Run 1, placement by cell class:
Scale: 2 px per um.
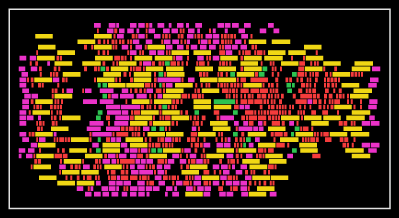
Run 1, cell placement:
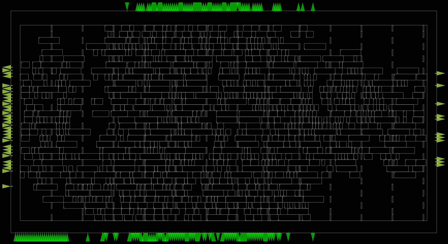
Run 1, sequential cells colored by netlist name:
Scale: 4 px per um.
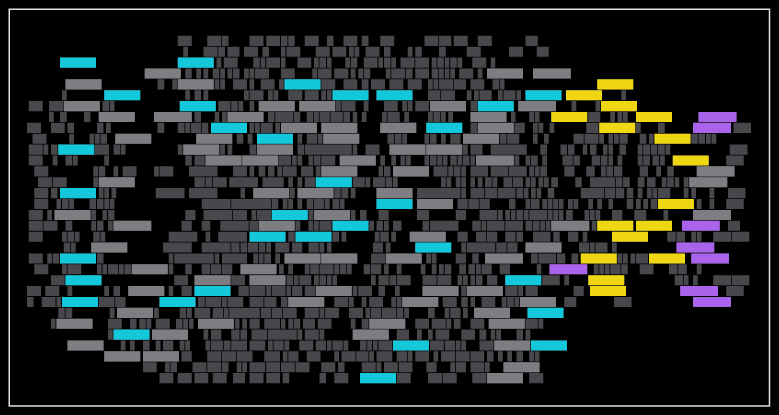
Run 1, routed metal, one color a layer:
Scale: 2 px per um. Two of the layers only.
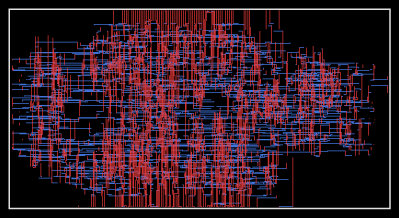
`config.mk`:
```
export PLATFORM = sky130hd
export DESIGN_NAME = io_output_reg
export DESIGN_NICKNAME = d
export VERILOG_FILES = /design/src/rtl/io_output_reg.sv
export SDC_FILE = /design/constraint.sdc
export NUM_CORES = 1
export LEC_CHECK = 0
export ABC_AREA = 1
export CAP_MARGIN = 20
export CORE_ASPECT_RATIO = 0.5
export CORE_MARGIN = 4
export CORE_UTILIZATION = 40
export CTS_BUF_LIST = sky130_fd_sc_hd__clkbuf_4
export DETAILED_ROUTE_END_ITERATION = 8
export PLACE_DENSITY = 0.78
export SLEW_MARGIN = 25
export SYNTH_ARGS = -nofsm -noshare
export SYNTH_HDL_FRONTEND = slang
export SYNTH_SLANG_ARGS = --single-unit
```
`constraint.sdc`:
```
create_clock -name io_clk -period 2 [get_ports io_clk]
set_clock_uncertainty 0.05 [all_clocks]
set_input_delay 0.3 -clock io_clk [delete_from_list [all_inputs] [get_ports io_clk]]
set_output_delay 0.3 -clock io_clk [all_outputs]
set_load 0.01 [all_outputs]
```
`src/rtl/io_output_reg.sv`:
```
// Memory-mapped output port block: three 32-bit store-latched ports plus an
// 8-digit multiplexed hex 7-segment scanner driven from port 2.
module io_output_reg #(
  parameter logic [15:0] SCAN_DIV    = 16'd50000,
  parameter logic        SEG_ACT_LOW = 1'b1
) (
  input  logic        io_clk,
  input  logic        resetn,
  input  logic [31:0] addr,
  input  logic [31:0] datain,
  input  logic        write_io_en,
  output logic [31:0] out_port0,
  output logic [31:0] out_port1,
  output logic [31:0] out_port2,
  output logic [31:0] io_rdback,
  output logic [2:0]  port_upd,
  output logic [6:0]  seg,
  output logic [7:0]  an
);

  localparam logic [7:0] AN_OFF  = SEG_ACT_LOW ? 8'hFF : 8'h00;
  localparam logic [6:0] SEG_OFF = SEG_ACT_LOW ? 7'h7F : 7'h00;

  logic [31:0] r_port0;
  logic [31:0] r_port1;
  logic [31:0] r_port2;
  logic [2:0]  r_upd;
  logic [15:0] r_cnt;
  logic [2:0]  r_digit;
  logic [7:0]  r_an;
  logic [6:0]  r_seg;

  logic [2:0]  w_sel;
  logic [2:0]  w_wr;
  logic        w_wrap;
  logic [3:0]  w_nib;
  logic [7:0]  w_an_on;
  logic [6:0]  w_seg_on;
  logic        w_unused;

  function automatic logic [6:0] hex7(input logic [3:0] n);
    case (n)
      4'h0: hex7 = 7'h3F;
      4'h1: hex7 = 7'h06;
      4'h2: hex7 = 7'h5B;
      4'h3: hex7 = 7'h4F;
      4'h4: hex7 = 7'h66;
      4'h5: hex7 = 7'h6D;
      4'h6: hex7 = 7'h7D;
      4'h7: hex7 = 7'h07;
      4'h8: hex7 = 7'h7F;
      4'h9: hex7 = 7'h6F;
      4'hA: hex7 = 7'h77;
      4'hB: hex7 = 7'h7C;
      4'hC: hex7 = 7'h39;
      4'hD: hex7 = 7'h5E;
      4'hE: hex7 = 7'h79;
      default: hex7 = 7'h71;
    endcase
  endfunction

  assign w_unused = ^{addr[31:8], addr[1:0]};

  always_comb begin
    w_sel = 3'b000;
    case (addr[7:2])
      6'b100000: w_sel = 3'b001;
      6'b100001: w_sel = 3'b010;
      6'b100010: w_sel = 3'b100;
      default:   w_sel = 3'b000;
    endcase
  end

  assign w_wr = w_sel & {3{write_io_en}};

  always_ff @(posedge io_clk or negedge resetn) begin
    if (!resetn) begin
      r_port0 <= 32'h0;
      r_port1 <= 32'h0;
      r_port2 <= 32'h0;
      r_upd   <= 3'b000;
    end else begin
      if (w_wr[0]) r_port0 <= datain;
      if (w_wr[1]) r_port1 <= datain;
      if (w_wr[2]) r_port2 <= datain;
      r_upd <= w_wr;
    end
  end

  // Readback shows registered contents only; a same-cycle store is not forwarded.
  always_comb begin
    io_rdback = 32'h0;
    case (w_sel)
      3'b001:  io_rdback = r_port0;
      3'b010:  io_rdback = r_port1;
      3'b100:  io_rdback = r_port2;
      default: io_rdback = 32'h0;
    endcase
  end

  assign w_wrap   = (r_cnt == SCAN_DIV - 16'd1);
  assign w_nib    = r_port2[{r_digit, 2'b00} +: 4];
  assign w_an_on  = 8'b0000_0001 << r_digit;
  assign w_seg_on = hex7(w_nib);

  // r_digit names the slot loaded into an/seg at the next wrap, so after
  // reset the first refresh (SCAN_DIV cycles in) selects digit 0.
  always_ff @(posedge io_clk or negedge resetn) begin
    if (!resetn) begin
      r_cnt   <= 16'd0;
      r_digit <= 3'd0;
      r_an    <= AN_OFF;
      r_seg   <= SEG_OFF;
    end else if (w_wrap) begin
      r_cnt   <= 16'd0;
      r_digit <= r_digit + 3'd1;
      r_an    <= SEG_ACT_LOW ? ~w_an_on  : w_an_on;
      r_seg   <= SEG_ACT_LOW ? ~w_seg_on : w_seg_on;
    end else begin
      r_cnt <= r_cnt + 16'd1;
    end
  end

  assign out_port0 = r_port0;
  assign out_port1 = r_port1;
  assign out_port2 = r_port2;
  assign port_upd  = r_upd;
  assign an        = r_an;
  assign seg       = r_seg;

endmodule

```
==> Changelog: implementation, run 1 <==
## Flow update

- GR Layer Usage met1: about 28%
- Clock transition at path regs: about 0.12 ns
- Top-level I/O count: between 200 and 250
- CP peak stage delay: 0.58 ns
- Yosys stat area: 6600 um^2
- Nets: about 1100
- Most frequent cell after synthesis: nand2_1
- HP Class: in2reg
- Clock Power: 0.00167 W
- Slowest-stage cell, CP: clkdlybuf4s50_1
- Fin area: 9343 um^2
- Die Wd: 189.7 um
- GR Util met2: 38.10%
- Diode count: 0
- Share of cells above drive strength 1: 17.61%
- Power per Cell Area: 686.3 nW/um^2
- DR iter-0 viols: 352
- Period minus WS final: 1.959 ns
- Flops after synth: 133
- Top cells excl fill/tap: 267 x nand2_1, 132 x clkdlybuf4s50_1, 115 x dfrtp_1
- M3 GR Usage: 4.706%
- Combinational power: 0.00152 W
- # rows: 32
- Gr ovfl total: 0
- Leak Pwr: 4.598 nW
- Setup crit start: out_port2[9]$_DFFE_PN0P_
- Status: completed
- Min-Delay Path Depth: 5
- Crit Path Class: reg2out
- Pre-Place Util: 41.84%
- Distinct cell type count after synthesis: 37
- Combinational group share of total power: 23.7%
- Area Growth Syn to Fin: 41.55%
Notes on 'placement by cell class' above:
clock drivers and dummy loads -> green  # cells 32
flip-flops -> yellow  # cells 133
all other logic -> red  # cells 625
other buffers and delay cells -> magenta  # cells 232

Notes on 'cell placement' above:
Tapcells: 221
Core Area: 15780 um^2
flop share of the area: 35.86%
flip-flops: 133
final core utilization: 59.22%

Notes on 'sequential cells colored by netlist name' above:
r_cnt -> yellow  # sequential cells 16
an -> purple  # sequential cells 8
out_port0 -> cyan  # sequential cells 32
not colored = 77

Notes on 'routed metal, one color a layer' above:
met2 -> red  # wire length 10400 um
met1 -> blue  # wire length 8700 um

==> run 1: stage by stage <==
stage                     setup WS [ns]  utilization (%)  instances  power, W
after global routing           -0.02017            59.22       1243  0.006721
after detailed placement        -0.6090            56.44       1200  0.004748
after CTS                      0.006160            58.49       1241  0.006415
after global placement          -0.4970            56.44       1200  0.004709
final                           0.04099            59.22       1243  0.006412
after floorplan                  0.1329                -        792  0.003796
==> run 1: tightest hold or removal path, delay by kind of cell <==
| kind | cells | cell delay (ns) |
|---|---|---|
| buffers and inverters | 2 | 0.22 |
| and+or+nand+nor | 3 | 0.19 |
==> run 1: timing repair <==
item | 4_1_cts | 5_1_grt
setup buffers | 5 | 1
setup endpoints to repair | 37 | 50
pin swaps | 5 | 11
cloned | 3 | 1
gates resized | 119 | 51
hold buffers | 1 | 0
hold endpoints to repair | 99 | 0
==> run 1: layout make-up <==
| type | count | area [um^2] |
|---|---|---|
| inverters | 83 | 321.6 |
| well taps | 221 | 276.5 |
| fillers | 1373 | 6432 |
| flip-flops and latches | 133 | 3351 |
| repair buffers | 232 | 2396 |
| clock inverters | 11 | 90.09 |
| repair inverters | 1 | 7.507 |
| clock buffers | 21 | 157.7 |
| multi-input cells | 541 | 2743 |
==> run 1: cell families after synthesis <==
logic type | count (synthesis)
buffers and inverters | 118
and+or+nand+nor | 383
adders and majority gates | 13
DFF | 133
AOI/OAI and AO/OA | 138
xor gates and xnor gates | 7
==> run 1: registers in the layout (all words and copies together) (netlist names) <==
| name | cells |
|---|---|
| r_digit | 3 |
| r_cnt | 16 |
| seg | 7 |
| out_port2 | 32 |
| out_port1 | 32 |
| out_port0 | 32 |
| an | 8 |
| port_upd | 3 |
Run 1, metal 3:
Scale: 2 px per um.
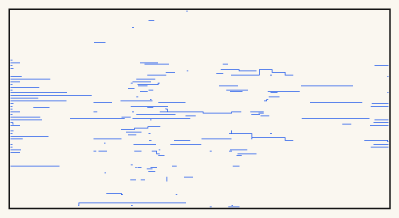

## Run 2: what changed since run 1
--- a/config.mk
+++ b/config.mk
@@ -12,7 +12,9 @@
 export CORE_UTILIZATION = 40
 export CTS_BUF_LIST = sky130_fd_sc_hd__clkbuf_4
 export DETAILED_ROUTE_END_ITERATION = 8
-export PLACE_DENSITY = 0.78
+export DONT_BUFFER_PORTS = 1
+export GPL_TIMING_DRIVEN = 0
+export PLACE_DENSITY = 0.61
 export SLEW_MARGIN = 25
 export SYNTH_ARGS = -nofsm -noshare
 export SYNTH_HDL_FRONTEND = slang
Run 2, metal 3:
Scale: 2 px per um.
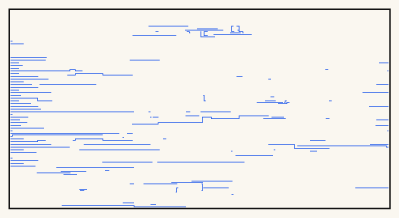
longest straight run = 61.4 um
wire length on this layer = 1520 um

Run 2, routed metal, one color a layer:
Scale: 2 px per um. Two of the layers only.
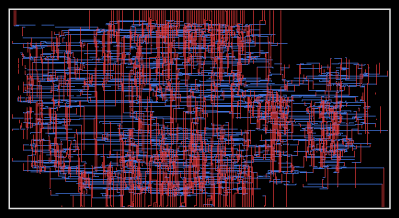
met1 -> blue  # wire length 9470 um
met2 -> red  # wire length 9520 um

==> run 2 against run 1 <==
Largest cell class unchanged. Critical path depth is 9 higher. The flow now finishes with violations (hold timing, setup timing). Area after synthesis is the same. Final cell count down 12%. Register-to-register slack worse by 0.12 ns. Worst setup slack worse by 0.059 ns. Critical path type is now reg2reg. Non-clock buffer count shrank 146. Highest routed layer is now met4.
==> Changelog: implementation, run 2 <==
## Flow update

- Status: finished, violations left
- Failing checks: hold timing, setup timing
- Flops after synth: 133
- CP peak stage delay: 0.52 ns
- Most frequent cell after synthesis: nand2_1
- Final count of negative-setup-slack endpoints: 2
- Power, Total: 0.006102 W
- Nets: 942
- Register Area: 3348 um^2
- Hold_ws: -0.6470 ns
- Leak Pwr: 3.740 nW
- Distinct cell type count after synthesis: 37
- Gr ovfl total: 0
- Top-level I/O count: 213
- Power per Cell Area: 777.7 nW/um^2
- Crit Path Class: reg2reg
- Clock transition at path regs: 0.15 ns
- # rows: 32
- DR iter-0 viols: 316
- Pre-Place Util: 41.84%
- Top cells excl fill/tap: 267 x nand2_1, 117 x dfrtp_1, 72 x inv_1
- Post-cts hold-fix buffer tally: 34
- Die Wd: between 150 and 200 um
- Setup ws final: -0.01792 ns
- Diode count: 0
- Layout fillers: 1522
- Setup WS pre-CTS: -0.3854 ns
- Share of cells above drive strength 1: a little under a fifth
- Combinational Area: 2769 um^2
- Core Area: 15780 um^2
- Area Growth Syn to Fin: 18.88%
- Hold Fails Final Rpt: about 130
- Slowest-stage cell, CP: dfrtp_2
[run 2: cell counts after synthesis]
Identical to the previous run, type by type.
[run 2: timing repair]
item                                    in CTS  in global routing
pin swaps                                    4                 11
hold endpoints to repair                   230                133
cloned                                       0                  2
endpoints found under the setup margin       7                 35
setup buffers                                5                 11
gates resized                               14                 30
[run 2: worst max-delay path by stage]
| stage | to | start | cells past startpoint |
|---|---|---|---|
| after detailed placement | seg[3]$_DFFE_PN1N_ | r_digit[0]$_DFFE_PN0N_ | 13 |
| after global routing | seg[0]$_DFFE_PN1N_ | r_digit[0]$_DFFE_PN0N_ | 12 |
| final | seg[3]$_DFFE_PN1N_ | r_digit[0]$_DFFE_PN0N_ | 10 |
| after CTS | io_rdback[9] | addr[5] | 7 |
| after floorplan | seg[0]$_DFFE_PN1N_ | r_digit[0]$_DFFE_PN0N_ | 13 |
| after global placement | seg[3]$_DFFE_PN1N_ | r_digit[0]$_DFFE_PN0N_ | 13 |
[run 2: area by class of cell]
type | instances | share of cell area (%)
buffer | 34 | 3.859
clock buffer | 17 | 1.627
clock inverter | 14 | 2.217
inverter | 83 | 4.098
multi-input combinational | 541 | 35.29
sequential | 133 | 42.67
tap | 221 | 3.524
timing repair buffer | 52 | 6.713
[run 2: report_power, final]
group / total (W) / switching [W] / internal [W]
clock: 0.00198 / 0.00110 / 0.000876
sequential: 0.00341 / 0.000450 / 0.00296
combinational: 0.000717 / 0.000409 / 0.000308
[run 2: per-stage QoR]
step / instances / instance area, um^2
finish: 1095 / 7846
global route: 1095 / 7846
CTS: 1082 / 7607
detailed placement: 1013 / 6877
global placement: 1013 / 6877
floorplan: 792 / 6600
[run 2: metal layers]
metal,track usage (%),vias to the layer above
met5,0,-
met4,5.722,0
met3,6.299,25
met2,34.80,183
met1,30.23,2747
li1,-,2694
## Run 3: what changed since run 2
--- a/config.mk
+++ b/config.mk
@@ -14,7 +14,7 @@
 export DETAILED_ROUTE_END_ITERATION = 8
 export DONT_BUFFER_PORTS = 1
 export GPL_TIMING_DRIVEN = 0
-export PLACE_DENSITY = 0.61
+export PLACE_DENSITY_LB_ADDON = 0.25
 export SLEW_MARGIN = 25
 export SYNTH_ARGS = -nofsm -noshare
 export SYNTH_HDL_FRONTEND = slang
==> run 3 against run 2 <==
Non-clock buffer count fell by 7. Largest power group unchanged. Hold slack improved by 0.054 ns. Count of clock-buffer cells in the layout up 1. Fmax is 0.85% lower. Sequential share of layout area up 0.56 points. Combinational power hardly changed. The run still ends with hold timing, setup timing left.
==> Changelog: implementation, run 3 <==
## Flow update

- Status: finished, violations left
- Failing checks: hold timing, setup timing
- Mi-comb count: about 540
- Core Area: 15780 um^2
- Flops after synth: 133
- Hold_ws: -0.5933 ns
- Nets: 935
- Tapcells: 221
- Sw Ratio: 32.83%
- Final count of negative-setup-slack endpoints: 1
- Setup WS pre-CTS: -0.3760 ns
- Most frequent cell after synthesis: nand2_1
- Cts repair resizes: 15
- Buffering overhead: about a tenth
- Hold Fails Final Rpt: approximately 130
- Register Area: 3348 um^2
- Dpl cells: around 1000
- Die Wd: around 190 um
- Setup ws final: -0.03529 ns
- Clk tree area frac: 3.700%
-- run 3: critical path, delay by kind of cell (launching register included) --
| kind | cells | cell delay [ns] |
|---|---|---|
| simple gates | 8 | 0.80 |
| flops | 1 | 0.52 |
| buf+inv | 2 | 0.30 |
| fa+ha+maj | 1 | 0.18 |
| compound gates | 1 | 0.11 |
-- run 3: power groups by stage --
stage	clock (W)	sequential, W	combinational [W]
finish	0.00187	0.00341	0.000714
global route	0.00204	0.00344	0.000820
CTS	0.00192	0.00341	0.000666
detailed placement	0	0.00346	0.000579
global placement	0	0.00346	0.000556
floorplan	0	0.00333	0.000466
-- run 3: final timing paths --
check                                       startpoint                  endpoint  slack, ns
worst min-delay path                            resetn       r_cnt[13]$_DFF_PN0_      -0.59
worst max-delay path            r_digit[0]$_DFFE_PN0N_        seg[3]$_DFFE_PN1N_      -0.04
worst max register to register  r_digit[0]$_DFFE_PN0N_        seg[3]$_DFFE_PN1N_      -0.04
max in group asynchronous                       resetn         an[2]$_DFFE_PN1N_       2.16
min in group io_clk                        write_io_en  out_port0[9]$_DFFE_PN0P_       0.07
worst min register to register      r_cnt[0]$_DFF_PN0_        r_cnt[0]$_DFF_PN0_       0.42
-- run 3: kinds of logic (layout without fill, tap and decap cells) --
group	count (synthesis)	in the layout	synth area share, %
simple gates	383	383	24.68
buf+inv	118	194	8.796
fa+ha+maj	13	13	2.465
compound gates	138	138	12.42
flops	133	133	50.71
xor+xnor	7	7	0.9289
-- run 3: per-layer routing --
metal / global-route usage (%) / up-vias / share of wire, %
li1: - / 2688 / -
met1: 30.59 / 2799 / 45
met2: 34.91 / 201 / 47
met3: 6.263 / 28 / 6.7
met4: 6.611 / 0 / 1.7
met5: 0 / - / 0
Run 3, cell placement:
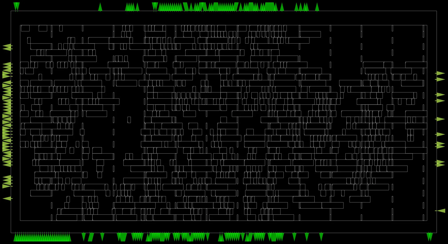
final core utilization: 49.10%
Layout Cells excl Fill: 1089
Layout fillers: 1578

Run 3, metal 3:
Scale: 2 px per um.
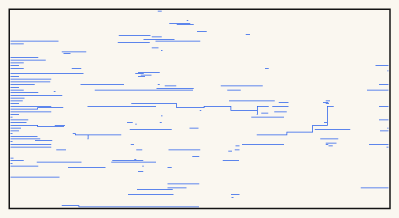
nets with wire on the layer = 104
longest straight run = 59.8 um
share of all routed wire = 6.7%
via count: 5716
M3 GR Usage: 6.263%

Power figures rest on the tool's default switching activity, not on a simulated workload.
